**Run 1: floorplan with the power grid**

Bar = 50 um. Pins as bars on the die edge.
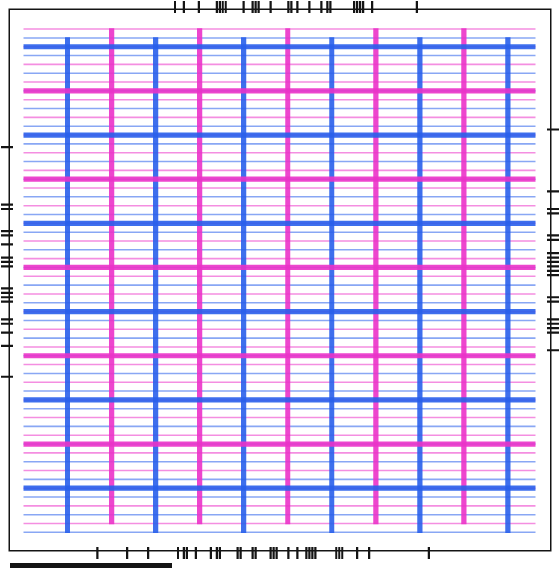
**Run 1: placed cells, one colour a class**

Bar = 50 um.
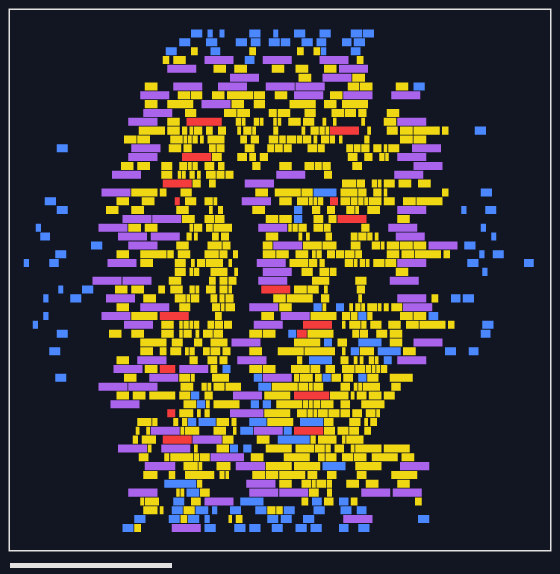
**Run 1: clock wires, drivers and flops**

Bar = 50 um.
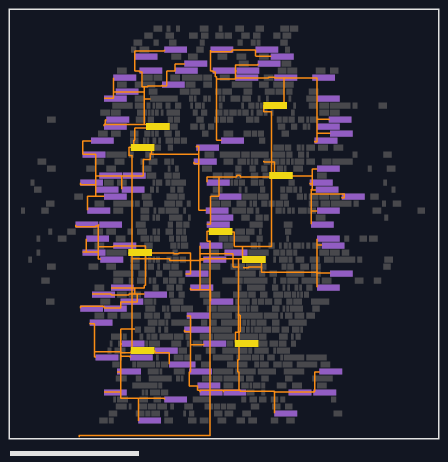
<file path="config.mk">
export PLATFORM = sky130hd
export DESIGN_NAME = rf_write_buffer_flat
export DESIGN_NICKNAME = d
export VERILOG_FILES = /design/src/rtl/rf_pkg.sv /design/src/rtl/rf_write_buffer_if.sv /design/src/rtl/rf_fwd_match.sv /design/src/rtl/rf_write_buffer.sv /design/src/flat_wrapper.sv
export SDC_FILE = /design/constraint.sdc
export NUM_CORES = 1
export LEC_CHECK = 0
export CORE_MARGIN = 4
export CORE_UTILIZATION = 30
export DETAILED_ROUTE_END_ITERATION = 10
export GPL_TIMING_DRIVEN = 0
export REMOVE_ABC_BUFFERS = 1
export SYNTH_ARGS = -nofsm -noshare
export SYNTH_HDL_FRONTEND = slang
export SYNTH_SLANG_ARGS = --single-unit
export TNS_END_PERCENT = 20
</file>
<file path="constraint.sdc">
create_clock -name clk -period 4.7 [get_ports clk]
set_clock_uncertainty 0.2 [all_clocks]
set_input_delay 0.94 -clock clk [delete_from_list [all_inputs] [get_ports clk]]
set_output_delay 0.94 -clock clk [all_outputs]
set_load 0.02 [all_outputs]
</file>
<file path="src/rtl/rf_pkg.sv">
// Shared types and widths for the register-file write buffer.
// A queue entry is the {destination register, value} pair of one writeback.
package rf_pkg;

    localparam int unsigned DATA_W   = 16;
    localparam int unsigned REG_W    = 4;
    localparam int unsigned NUM_REGS = 16;

    localparam logic [REG_W-1:0] REG_ZERO = REG_W'(0);

    typedef struct packed {
        logic [REG_W-1:0]  rid;
        logic [DATA_W-1:0] data;
    } wb_entry_t;

endpackage

</file>
<file path="src/rtl/rf_write_buffer_if.sv">
// Pipeline-side, register-file-side and lookup signals of the write buffer.
// The buffer is the slave; whoever feeds writebacks and consumes rf_* is the master.
interface rf_write_buffer_if
    import rf_pkg::*;
#(
    parameter int unsigned DEPTH = 4
) ();

    localparam int unsigned CNT_W = $clog2(DEPTH) + 1;

    logic              in_valid;
    logic              in_ready;
    logic [REG_W-1:0]  in_reg;
    logic [DATA_W-1:0] in_data;

    logic              rf_grant;
    logic              rf_wen;
    logic [REG_W-1:0]  rf_dst;
    logic [DATA_W-1:0] rf_data;

    logic [REG_W-1:0]  lk_reg1;
    logic [REG_W-1:0]  lk_reg2;
    logic              lk_hit1;
    logic              lk_hit2;
    logic [DATA_W-1:0] lk_data1;
    logic [DATA_W-1:0] lk_data2;

    logic [CNT_W-1:0]  count;

    modport master (
        output in_valid, in_reg, in_data, rf_grant, lk_reg1, lk_reg2,
        input  in_ready, rf_wen, rf_dst, rf_data,
        input  lk_hit1, lk_hit2, lk_data1, lk_data2, count
    );

    modport slave (
        input  in_valid, in_reg, in_data, rf_grant, lk_reg1, lk_reg2,
        output in_ready, rf_wen, rf_dst, rf_data,
        output lk_hit1, lk_hit2, lk_data1, lk_data2, count
    );

endinterface

</file>
<file path="src/rtl/rf_fwd_match.sv">
// Forwarding lookup for one read port: finds the youngest valid queued
// write to lk_reg. Register 0 never matches.
module rf_fwd_match
    import rf_pkg::*;
#(
    parameter  int unsigned DEPTH = 4,
    localparam int unsigned PTR_W = $clog2(DEPTH)
) (
    input  wb_entry_t [DEPTH-1:0] entries,
    input  logic [DEPTH-1:0]      valid,
    input  logic [PTR_W-1:0]      tail,
    input  logic [REG_W-1:0]      lk_reg,
    output logic                  hit,
    output logic [DATA_W-1:0]     data
);

    logic [PTR_W-1:0] idx;

    // Walk oldest (tail-DEPTH) to youngest (tail-1); later matches shadow earlier ones.
    always_comb begin
        hit  = 1'b0;
        data = '0;
        idx  = '0;
        for (int k = int'(DEPTH); k >= 1; k--) begin
            idx = tail - PTR_W'(k);
            if (valid[idx] && (entries[idx].rid == lk_reg) && (lk_reg != REG_ZERO)) begin
                hit  = 1'b1;
                data = entries[idx].data;
            end
        end
    end

endmodule

</file>
<file path="src/rtl/rf_write_buffer.sv">
// Write-side initiator for the register file: queues writebacks in a small
// circular FIFO, drains them in order when granted, and forwards pending values.
module rf_write_buffer
    import rf_pkg::*;
#(
    parameter int unsigned DEPTH = 4
) (
    input logic             clk,
    input logic             rst,
    rf_write_buffer_if.slave bus
);

    localparam int unsigned PTR_W = $clog2(DEPTH);
    localparam int unsigned CNT_W = $clog2(DEPTH) + 1;

    wb_entry_t [DEPTH-1:0] mem_q;
    logic [DEPTH-1:0]      vld_q;
    logic [PTR_W-1:0]      head_q;
    logic [PTR_W-1:0]      tail_q;
    logic [CNT_W-1:0]      cnt_q;

    logic ready;
    logic nonempty;
    logic store;
    logic pop;

    // Room is judged on the current count only; a same-cycle pop does not help.
    always_comb begin
        ready    = cnt_q < CNT_W'(DEPTH);
        nonempty = cnt_q != CNT_W'(0);
        store    = bus.in_valid && ready && (bus.in_reg != REG_ZERO);
        pop      = nonempty && bus.rf_grant;
    end

    assign bus.in_ready = ready;
    assign bus.rf_wen   = pop;
    assign bus.rf_dst   = nonempty ? mem_q[head_q].rid  : '0;
    assign bus.rf_data  = nonempty ? mem_q[head_q].data : '0;
    assign bus.count    = cnt_q;

    // R0 writes complete the handshake but are dropped here.
    always_ff @(posedge clk or posedge rst) begin
        if (rst) begin
            mem_q  <= '0;
            vld_q  <= '0;
            head_q <= '0;
            tail_q <= '0;
            cnt_q  <= '0;
        end else begin
            if (store) begin
                mem_q[tail_q] <= '{rid: bus.in_reg, data: bus.in_data};
                vld_q[tail_q] <= 1'b1;
                tail_q        <= tail_q + PTR_W'(1);
            end
            if (pop) begin
                vld_q[head_q] <= 1'b0;
                head_q        <= head_q + PTR_W'(1);
            end
            cnt_q <= cnt_q + CNT_W'(store) - CNT_W'(pop);
        end
    end

    rf_fwd_match #(.DEPTH(DEPTH)) u_match1 (
        .entries (mem_q),
        .valid   (vld_q),
        .tail    (tail_q),
        .lk_reg  (bus.lk_reg1),
        .hit     (bus.lk_hit1),
        .data    (bus.lk_data1)
    );

    rf_fwd_match #(.DEPTH(DEPTH)) u_match2 (
        .entries (mem_q),
        .valid   (vld_q),
        .tail    (tail_q),
        .lk_reg  (bus.lk_reg2),
        .hit     (bus.lk_hit2),
        .data    (bus.lk_data2)
    );

endmodule

</file>
<file path="src/flat_wrapper.sv">
// flat-port wrapper written by rule: the top's interface ports become plain ports
module rf_write_buffer_flat import rf_pkg::*;
#(
    parameter int unsigned DEPTH = 4
)
  (clk, rst, bus_in_valid, bus_in_reg, bus_in_data, bus_rf_grant, bus_lk_reg1, bus_lk_reg2, bus_in_ready, bus_rf_wen, bus_rf_dst, bus_rf_data, bus_lk_hit1, bus_lk_hit2, bus_lk_data1, bus_lk_data2, bus_count);
  rf_write_buffer_if #(.DEPTH(DEPTH)) bus_i ();
  input logic clk;
  input logic rst;
  input wire logic [$bits(bus_i.in_valid)-1:0] bus_in_valid;
  input wire logic [$bits(bus_i.in_reg)-1:0] bus_in_reg;
  input wire logic [$bits(bus_i.in_data)-1:0] bus_in_data;
  input wire logic [$bits(bus_i.rf_grant)-1:0] bus_rf_grant;
  input wire logic [$bits(bus_i.lk_reg1)-1:0] bus_lk_reg1;
  input wire logic [$bits(bus_i.lk_reg2)-1:0] bus_lk_reg2;
  output wire logic [$bits(bus_i.in_ready)-1:0] bus_in_ready;
  output wire logic [$bits(bus_i.rf_wen)-1:0] bus_rf_wen;
  output wire logic [$bits(bus_i.rf_dst)-1:0] bus_rf_dst;
  output wire logic [$bits(bus_i.rf_data)-1:0] bus_rf_data;
  output wire logic [$bits(bus_i.lk_hit1)-1:0] bus_lk_hit1;
  output wire logic [$bits(bus_i.lk_hit2)-1:0] bus_lk_hit2;
  output wire logic [$bits(bus_i.lk_data1)-1:0] bus_lk_data1;
  output wire logic [$bits(bus_i.lk_data2)-1:0] bus_lk_data2;
  output wire logic [$bits(bus_i.count)-1:0] bus_count;
  assign bus_i.in_valid = bus_in_valid;
  assign bus_i.in_reg = bus_in_reg;
  assign bus_i.in_data = bus_in_data;
  assign bus_i.rf_grant = bus_rf_grant;
  assign bus_i.lk_reg1 = bus_lk_reg1;
  assign bus_i.lk_reg2 = bus_lk_reg2;
  assign bus_in_ready = bus_i.in_ready;
  assign bus_rf_wen = bus_i.rf_wen;
  assign bus_rf_dst = bus_i.rf_dst;
  assign bus_rf_data = bus_i.rf_data;
  assign bus_lk_hit1 = bus_i.lk_hit1;
  assign bus_lk_hit2 = bus_i.lk_hit2;
  assign bus_lk_data1 = bus_i.lk_data1;
  assign bus_lk_data2 = bus_i.lk_data2;
  assign bus_count = bus_i.count;
  rf_write_buffer #(.DEPTH(DEPTH)) u_core (.clk(clk), .rst(rst), .bus(bus_i));
endmodule
</file>
==> Slide: Implementation Results, run 1 <==
Run Summary

Hold path
  – Hold endpoint: u_core.mem_q[50]
  – Min-Delay Startpoint: u_core.mem_q[50]

Clocking
  – TritonCTS Sinks: 91
  – Clock Tree Root: clkbuf_16
  – Post-CTS Resized: 66
  – CTS H-tree depth: 3
  – Clock tree from TritonCTS: done
  – CTS Buf Count: 9
  – Post-CTS Setup Inserts: 24
  – Reg clk slew, reported paths: 0.07 ns

Synth
  – Ys flop type: dfrtp_1
  – Synth unique cells: 48
  – XOR/XNOR Area Share: 3.26%
  – Mux frac, synth: 34.1%
  – Top cells by area: dfrtp_1, mux2_2, mux4_2, mux2i_1, a221oi_1
  – Seq/Total Area, Yosys: 30.3%
  – Yosys top cell by area: dfrtp_1
  – Count leader, synth: mux2_2
  – Synth Cell Area: 7520 um^2
  – Top-area cell share: 30.3%
  – Most frequent cells after synthesis: mux2_2, dfrtp_1, nand2_1
  – Ys Warns: 0
  – Chip Area, Yosys: 7520 um^2
  – Post-Syn Area per Cell: 10.4 um^2
  – Synth Instances: 726
  – Post-synth EDFFs: 0

Critical path
  – Setup crit end kind: output pin
  – Worst Setup SP: u_core.tail_q[1]
  – Slowest library cell on the worst path: dfrtp_4
  – Arrival time at the worst endpoint: 3.57 ns
  – Critical R2R Launch: u_core.tail_q[1]
  – CP max FO: 18
  – Crit-path leading delay family: AND-OR/OR-AND gates
  – CP Depth: 10
  – Worst Path Buf+Inv: 3
  – CP max stage delay: 0.48 ns
  – WP data required: 3.56 ns
  – Reg2Reg Setup Slack: 1.73 ns
  – Reg2Reg Depth: 6
  – CP Cell Sequence: clkinv_8, ha_4, mux4_2, mux2_2, a2bb2oi_2, o2111a_2, buf_12, a221oi_1, o22ai_1, dlygate4sd2_1

Final timing
  – Measured slew at the worst slew-check pin: 1.41 ns
  – Final Hold Viols: 0
  – Final Max Slew Viols: 0
  – Fin crit share: 100%
  – WHS: 0.353 ns
  – Fmax: 0.212 GHz
  – # setup viols final: 1
  – Min cycle time layout: 4.71 ns
  – Setup TNS: -0.00990 ns
  – Crit path setup slack, layout: -0.00990 ns
  – Slew HR: 6.21%
  – RSZ-0062 raised after global routing: true

Job
  – OpenROAD warning count: 32
  – Max-Cap Viols: 0

Global route
  – Initial antenna violation count: 0
  – Largest net degree at the start of global routing: 47
  – Global route overflow: 0
  – First-pass GRT wire length: 38100 um

Die
  – Io pins: 91
  – Core area: 24500 um^2
  – Well Taps: 324
  – Die Width: 166 um

Placed design
  – Placed Area: 8610 um^2
  – IO Port Bufs: 90
  – Worst slack at placement: -4.00 ns

Layout
  – Area growth syn-to-layout: 25.1%
  – Flop share of the area: 24.3%
  – Share of layout cells above drive strength 1: 33.4%
  – Data buffer area share: 13.0%
  – Nonclk buf count: 126
  – Largest cell class by area: logic gates
  – Layout net count: 841
  – Comb gates: 558
  – Clk tree area frac: 3.48%
  – Dominant logic cell type in the layout: mux2_2
  – # fillers: 2358
  – Logic area: 5100 um^2
  – Inverters: 12
  – Final Non-Filler Cells: 1127
  – # clk buffers: 10
  – Sequential cell area: 2290 um^2
  – Top cells excl fill/tap: mux2_2, dfrtp_1, clkdlybuf4s50_1, nand2_1, nor2_1
  – Combinational share of cell area: 54.2%

Route
  – Antenna-violating nets left: 0
  – Vias: 6516
  – DRC viols: 0
  – DRT Pass-1 Iters: 5
  – Post-Route WL: 24900 um
  – Via/cell ratio: 5.78
  – Initial DRC Count: 528

Outcome
  – Failing checks: negative setup slack
  – Outcome: finished with violations
About 'floorplan with the power grid':
| net | colour |
|---|---|
| VSS | blue |
| VDD | magenta |
met4 straps: 11
met5 straps: 11
rows: 57

About 'placed cells, one colour a class':
| class | colour | cells |
|---|---|---|
| clock drivers and dummy loads | red | 16 |
| all other logic | yellow | 570 |
| flip-flops | purple | 91 |
| other buffers and delay cells | blue | 126 |

About 'clock wires, drivers and flops':
[flip-flops] purple | count: 91
[clock wires] orange | length: 1470 um
[cells driving clock nets] yellow | count: 9
routed clock nets: 10
Clock Latency Late Sink: 0.36 ns

-- run 1: registers in the layout, summed over array words and instances (netlist names) --
register	flops
u_core.vld_q	4
u_core.head_q	2
u_core.bus.count	3
u_core.tail_q	2
u_core.mem_q	80
-- run 1: per-layer routing --
metal,share of wire [%],vias up,track usage (%),wire length [um]
li1,-,2895,-,-
met1,41,3267,22.0,10100
met3,6.7,56,2.55,1670
met2,49,298,29.7,12200
met4,3.3,0,7.97,830
met5,0,-,0,0
-- run 1: worst register-to-register path: stages (launching register included) --
cell	delay, ns
dfrtp_4	0.53
buf_4	0.18
buf_4	0.17
buf_8	0.17
ha_1	0.21
nand2_1	0.95
mux2_2	0.44
==> run 1 -> run 2 <==
- GPL_ROUTABILITY_DRIVEN: not set -> 0
**Run 2: placed cells, one colour a class**

Bar = 50 um.
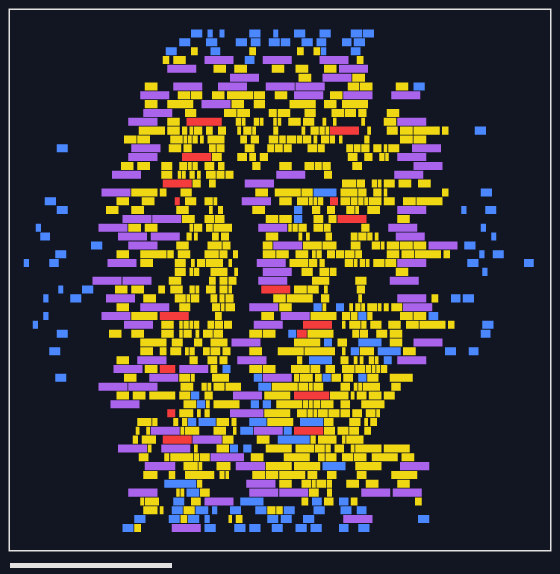
| class | colour | cells |
|---|---|---|
| other buffers and delay cells | blue | 126 |
| flip-flops | purple | 91 |
| clock drivers and dummy loads | red | 16 |
| all other logic | yellow | 570 |

**Run 2: clock wires, drivers and flops**

Bar = 50 um.
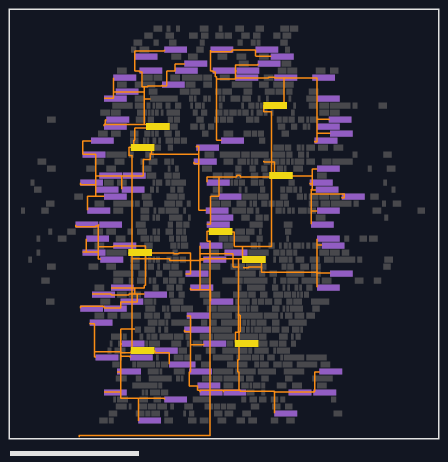
[flip-flops] purple | count: 91
[clock wires] orange | length: 1470 um
[cells driving clock nets] yellow | count: 9
routed clock nets: 10

==> run 2 against run 1 <==
  * The flow still finishes with violations (negative setup slack)
  * Utilization is the same
  * Synthesized cell count is the same
  * Largest cell class unchanged
  * Clock-buffer cell count is the same
  * Sequential cell count is the same
  * Via count is the same
  * First-iteration DRC count is the same
  * Critical path depth is the same
==> Slide: Implementation Results, run 2 <==
Run Summary

Final timing
  – RSZ-0062 raised after global routing: true (unchanged)
  – Fin crit share: 100% (unchanged)
  – Min cycle time layout: 4.71 ns (unchanged)
  – Slew HR: 6.21% (unchanged)
  – Fmax: 0.212 GHz (unchanged)
  – Measured slew at the worst slew-check pin: 1.41 ns (unchanged)
  – Setup TNS: -0.00990 ns (unchanged)
  – Final Hold Viols: 0 (unchanged)
  – Crit path setup slack, layout: -0.00990 ns (unchanged)
  – WHS: 0.353 ns (unchanged)
  – Final Max Slew Viols: 0 (unchanged)
  – # setup viols final: 1 (unchanged)

Layout
  – Area growth syn-to-layout: 25.1% (unchanged)
  – Layout net count: 841 (unchanged)
  – Dominant logic cell type in the layout: mux2_2 (unchanged)
  – Logic area: 5100 um^2 (unchanged)
  – Top reg by flops: u_core.mem_q (unchanged)
  – Share of layout cells above drive strength 1: 33.4% (unchanged)
  – Top cells excl fill/tap: mux2_2, dfrtp_1, clkdlybuf4s50_1, nand2_1, nor2_1 (unchanged)
  – Largest register FFs: 80 (unchanged)
  – Sequential cell area: 2290 um^2 (unchanged)
  – Final Util: 38.5% (unchanged)
  – Final Non-Filler Cells: 1127 (unchanged)

Route
  – Metal3 WL: 1670 um (unchanged)
  – Initial DRC Count: 528 (unchanged)
  – Vias: 6516 (unchanged)
  – DRC viols: 0 (unchanged)
  – DRT Pass-1 Iters: 5 (unchanged)
  – Met2 wire length: 12200 um (unchanged)
  – Top Metal Used: met4 (unchanged)
  – WL met1: 10100 um (unchanged)
  – Post-Route WL: 24900 um (unchanged)
  – Antenna-violating nets left: 0 (unchanged)
  – Via/cell ratio: 5.78 (unchanged)

Critical path
  – Reg2Reg Setup Slack: 1.73 ns (about the same)
  – Worst Setup SP: u_core.tail_q[1] (unchanged)
  – Slowest library cell on the worst path: dfrtp_4 (unchanged)
  – WP data required: 3.56 ns (about the same)
  – CP Depth: 10 (unchanged)
  – Arrival time at the worst endpoint: 3.57 ns (about the same)
  – Kind of critical path: flip-flop to output pin (unchanged)
  – Worst setup SP type: flip-flop (unchanged)
  – Reg2Reg Depth: 6 (unchanged)
  – CP max FO: 18 (unchanged)
  – Worst Path Buf+Inv: 3 (unchanged)
  – Crit-path leading delay family: AND-OR/OR-AND gates (unchanged)
  – Setup crit end kind: output pin (unchanged)
  – Critical R2R Launch: u_core.tail_q[1] (unchanged)
  – CP max stage delay: 0.48 ns (about the same)
  – CP Cell Sequence: clkinv_8, ha_4, mux4_2, mux2_2, a2bb2oi_2, o2111a_2, buf_12, a221oi_1, o22ai_1, dlygate4sd2_1 (unchanged)

Synth
  – Top cells by area: dfrtp_1, mux2_2, mux4_2, mux2i_1, a221oi_1 (unchanged)
  – Ys flop type: dfrtp_1 (unchanged)
  – Ys Warns: 0 (unchanged)
  – Synth unique cells: 48 (unchanged)
  – Yosys top cell by area: dfrtp_1 (unchanged)
  – Top-area cell share: 30.3% (unchanged)
  – Synth Instances: 726 (unchanged)
  – Post-synth EDFFs: 0 (unchanged)
  – Seq/Total Area, Yosys: 30.3% (unchanged)
  – Async set or reset register ratio after synthesis: 100% (unchanged)
  – Post-Syn Area per Cell: 10.4 um^2 (unchanged)
  – Chip Area, Yosys: 7520 um^2 (unchanged)
  – Most frequent cells after synthesis: mux2_2, dfrtp_1, nand2_1 (unchanged)
  – Synth Cell Area: 7520 um^2 (unchanged)
  – Count leader, synth: mux2_2 (unchanged)

Hold path
  – Hold endpoint: u_core.mem_q[50] (unchanged)
  – Min-Delay Startpoint: u_core.mem_q[50] (unchanged)

Die
  – Die Width: 166 um (unchanged)
  – Std-Cell Rows: 57 (unchanged)
  – Io pins: 91 (unchanged)

Clocking
  – TritonCTS Sinks: 91 (unchanged)
  – Clock Tree Root: clkbuf_16 (unchanged)
  – CTS H-tree depth: 3 (unchanged)
  – Clock Latency Late Sink: 0.36 ns (about the same)
  – CTS Buf Count: 9 (unchanged)
  – Reg clk slew, reported paths: 0.07 ns (about the same)
  – Clock tree from TritonCTS: done (unchanged)

Global route
  – M3 GR Usage: 2.55% (unchanged)
  – First-pass GRT wire length: 38100 um (unchanged)
  – Met1 usage: 22.0% (unchanged)
  – Largest net degree at the start of global routing: 47 (unchanged)
  – Met2 Track Usage GR: 29.7% (unchanged)
  – Global route overflow: 0 (unchanged)
  – Initial antenna violation count: 0 (unchanged)
  – Busiest grt layer: met2 (unchanged)

Job
  – Max-Cap Viols: 0 (unchanged)
  – OpenROAD warning count: 32 (unchanged)

Placed design
  – Worst slack at placement: -4.00 ns (unchanged)
  – IO Port Bufs: 90 (unchanged)
  – Placed Area: 8610 um^2 (unchanged)

Outcome
  – Failing checks: negative setup slack (unchanged)
  – Outcome: finished with violations (unchanged)
**Run 2: placement view**

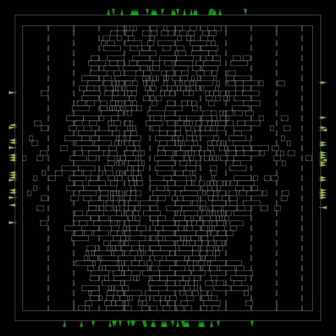
# fillers: 2358
core area: 24500 um^2
Flop Count: 91

run 2: what timing repair did:
action	4_1_cts	5_1_grt
pin swaps	9	5
endpoints found under the setup margin	34	30
gates resized	66	51
setup buffers	24	8
cloned	3	0
run 2: layout make-up:
class	count	area share, %
multi-input combinational	558	54.2
sequential	91	24.3
timing repair buffer	126	13.0
tap	324	4.31
clock buffer	10	2.54
clock inverter	6	0.944
inverter	11	0.651
timing repair inverter	1	0.0930
run 2: cell families after synthesis:
family / after synthesis / synth area share [%]
DFF: 91 / 30.3
buffers and inverters: 79 / 4.77
AOI/OAI and AO/OA: 182 / 17.2
and+or+nand+nor: 139 / 8.45
xor gates and xnor gates: 28 / 3.26
muxes: 196 / 34.1
adders and majority gates: 11 / 1.93
**Run 2: wiring by layer**

Two of the layers only.
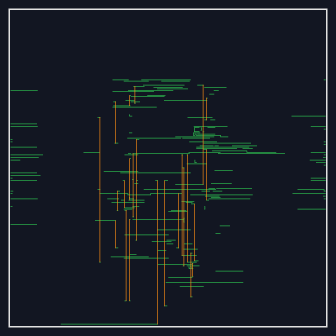

==> run 2 -> run 3 <==
==> constraint.sdc (replaced) <==
create_clock -name clk -period 4.7 [get_ports clk]
set_clock_uncertainty 0.2 [all_clocks]
set_input_delay 1.41 -clock clk [delete_from_list [all_inputs] [get_ports clk]]
set_output_delay 1.41 -clock clk [all_outputs]
set_load 0.02 [all_outputs]
**Run 3: wiring by layer**

Two of the layers only.
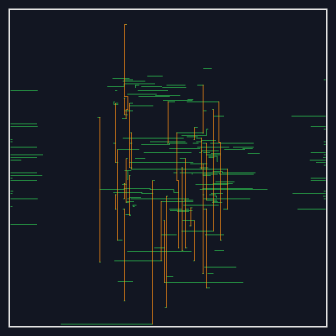
| layer | colour | wire length |
|---|---|---|
| met3 | green | 1560 um |
| met4 | orange | 1120 um |
Post-Route WL: 26000 um
mean routed wirelength per cell: 22.6 um
vias: 6683

**Run 3: floorplan with the power grid**

Bar = 50 um. Pins as bars on the die edge.
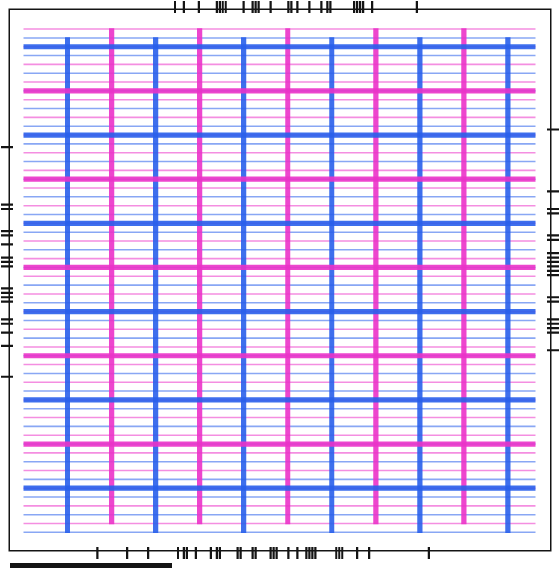
| net | colour |
|---|---|
| VSS | blue |
| VDD | magenta |
met1 rails: 58
met4 straps: 11
rows: 57
met5 straps: 11
signal pins: 91
Die Ht: 166 um
Die Width: 166 um

==> run 3 against run 2 <==
  * The flow still finishes with violations (negative setup slack)
  * Critical path depth grew 2
  * Largest cell class unchanged
  * Fmax shrank 5.3%
  * Wire length grew 4.5%
  * Hold slack is essentially flat
  * Critical endpoint is now bus_lk_data1[11]
  * Utilization grew 2.4 points
==> Slide: Implementation Results, run 3 <==
Run Summary

Placed design
  – IO Port Bufs: 90 (unchanged)
  – Placed Area: 8610 um^2 (unchanged)
  – Worst slack at placement: -4.47 ns (was -4.00 ns)

Route
  – Initial DRC Count: 517 (was 528)
  – Top Metal Used: met4 (unchanged)
  – DRC viols: 0 (unchanged)
  – DRT Pass-1 Iters: 5 (unchanged)
  – Via/cell ratio: 5.82 (was 5.78)
  – Metal3 WL: 1560 um (was 1670 um)
  – WL met1: 10500 um (was 10100 um)
  – Met2 wire length: 12800 um (was 12200 um)
  – Antenna-violating nets left: 0 (unchanged)

Synth
  – Post-synth EDFFs: 0 (unchanged)
  – Basic Gates by Area: 8.45% (unchanged)
  – Synth Instances: 726 (unchanged)
  – Chip Area, Yosys: 7520 um^2 (unchanged)
  – Most frequent cells after synthesis: mux2_2, dfrtp_1, nand2_1 (unchanged)
  – Ao+oa area frac: 17.2% (unchanged)
  – Fa+ha+maj area frac: 1.93% (unchanged)
  – Top-area cell share: 30.3% (unchanged)
  – Synth unique cells: 48 (unchanged)
  – Synth Cell Area: 7520 um^2 (unchanged)
  – Seq/Total Area, Yosys: 30.3% (unchanged)
  – Synth logic family: multiplexers (unchanged)
  – Post-Syn Area per Cell: 10.4 um^2 (unchanged)
  – Ys Warns: 0 (unchanged)
  – Ys flop type: dfrtp_1 (unchanged)

Layout
  – # clk buffers: 10 (unchanged)
  – Final Util: 40.9% (was 38.5%)
  – Flop Count: 91 (unchanged)
  – Combinational share of cell area: 54.0% (was 54.2%)
  – Share of layout cells above drive strength 1: 43.0% (was 33.4%)
  – Sequential cell area: 2290 um^2 (unchanged)
  – Logic area: 5410 um^2 (was 5100 um^2)
  – Flop share of the area: 22.8% (was 24.3%)
  – Dominant logic cell type in the layout: mux2_2 (unchanged)
  – Top reg by flops: u_core.mem_q (unchanged)
  – Data buffer area share: 15.1% (was 13.0%)
  – Nonclk buf count: 148 (was 126)
  – Largest cell class by area: logic gates (unchanged)
  – Final Non-Filler Cells: 1149 (was 1127)
  – Largest register FFs: 80 (unchanged)
  – Comb gates: 558 (unchanged)

Clocking
  – CTS Buf Count: 9 (unchanged)
  – Post-CTS Resized: 292 (was 66)
  – CTS H-tree depth: 3 (unchanged)
  – Clock Latency Late Sink: 0.36 ns (about the same)
  – Clock tree from TritonCTS: done (unchanged)
  – Post-CTS Setup Inserts: 52 (was 24)

Job
  – Max-Cap Viols: 0 (unchanged)
  – OpenROAD warning count: 33 (was 32)

Final timing
  – Fin crit share: 106% (was 100%)
  – WHS: 0.352 ns (was 0.353 ns)
  – Final Hold Viols: 0 (unchanged)
  – Fmax: 0.201 GHz (was 0.212 GHz)
  – Crit path setup slack, layout: -0.274 ns (was -0.00990 ns)
  – Final Max Slew Viols: 0 (unchanged)
  – Measured slew at the worst slew-check pin: 1.44 ns (was 1.41 ns)
  – # setup viols final: 34 (was 1)
  – RSZ-0062 raised after global routing: true (unchanged)
  – Min cycle time layout: 4.97 ns (was 4.71 ns)
  – Slew HR: 3.76% (was 6.21%)

Critical path
  – Worst Path Buf+Inv: 5 (was 3)
  – Crit-path leading delay family: AND-OR/OR-AND gates (unchanged)
  – Kind of critical path: flip-flop to output pin (unchanged)
  – CP max stage delay: 0.53 ns (was 0.48 ns)
  – Setup crit end kind: output pin (unchanged)
  – CP Cell Sequence: inv_4, ha_4, buf_12, buf_6, mux4_2, mux2_4, a2bb2oi_4, o2111a_2, buf_12, a221oi_1, o22ai_1, buf_4 (was clkinv_8, ha_4, mux4_2, mux2_2, a2bb2oi_2, o2111a_2, buf_12, a221oi_1, o22ai_1, dlygate4sd2_1)
  – CP max FO: 8 (was 18)
  – WP data required: 3.09 ns (was 3.56 ns)
  – Arrival time at the worst endpoint: 3.36 ns (was 3.57 ns)
  – Worst setup SP type: flip-flop (unchanged)
  – Slowest library cell on the worst path: dfrtp_4 (unchanged)

Outcome
  – Failing checks: negative setup slack (unchanged)
  – Outcome: finished with violations (unchanged)

Die
  – Core area: 24500 um^2 (unchanged)
  – Io pins: 91 (unchanged)
  – Std-Cell Rows: 57 (unchanged)

Global route
  – Largest net degree at the start of global routing: 47 (unchanged)
  – Global route overflow: 0 (unchanged)
  – M3 GR Usage: 2.71% (was 2.55%)
  – First-pass GRT wire length: 40100 um (was 38100 um)
  – Met1 usage: 22.9% (was 22.0%)
  – Initial antenna violation count: 0 (unchanged)
**Run 3: clock wires, drivers and flops**

Bar = 50 um.
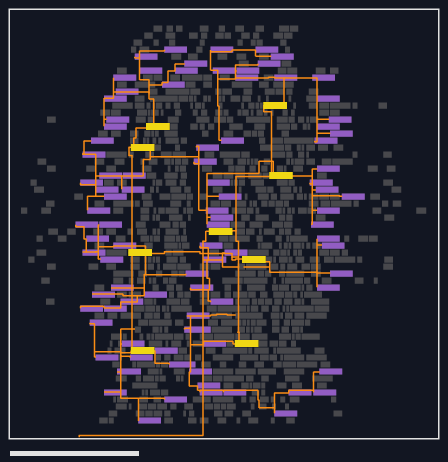
[cells driving clock nets] yellow | count: 9
[flip-flops] purple | count: 91
[clock wires] orange | length: 1460 um
routed clock nets: 10

-- run 3: cell counts after synthesis --
Identical to the previous run, type by type.
-- run 3: final timing paths --
| check | start | depth (start not counted) | slack (ns) | to |
|---|---|---|---|---|
| max | u_core.tail_q[0] | 12 | -0.27 | bus_lk_data1[11] |
| min in group asynchronous | rst | 2 | 1.29 | u_core.bus.count[1] |
| max in group asynchronous | rst | 3 | 2.34 | u_core.mem_q[65] |
| min reg2reg | u_core.mem_q[50] | 1 | 0.35 | u_core.mem_q[50] |
| max reg2reg | u_core.tail_q[1] | 5 | 1.85 | u_core.mem_q[20] |
| min | u_core.mem_q[50] | 1 | 0.35 | u_core.mem_q[50] |
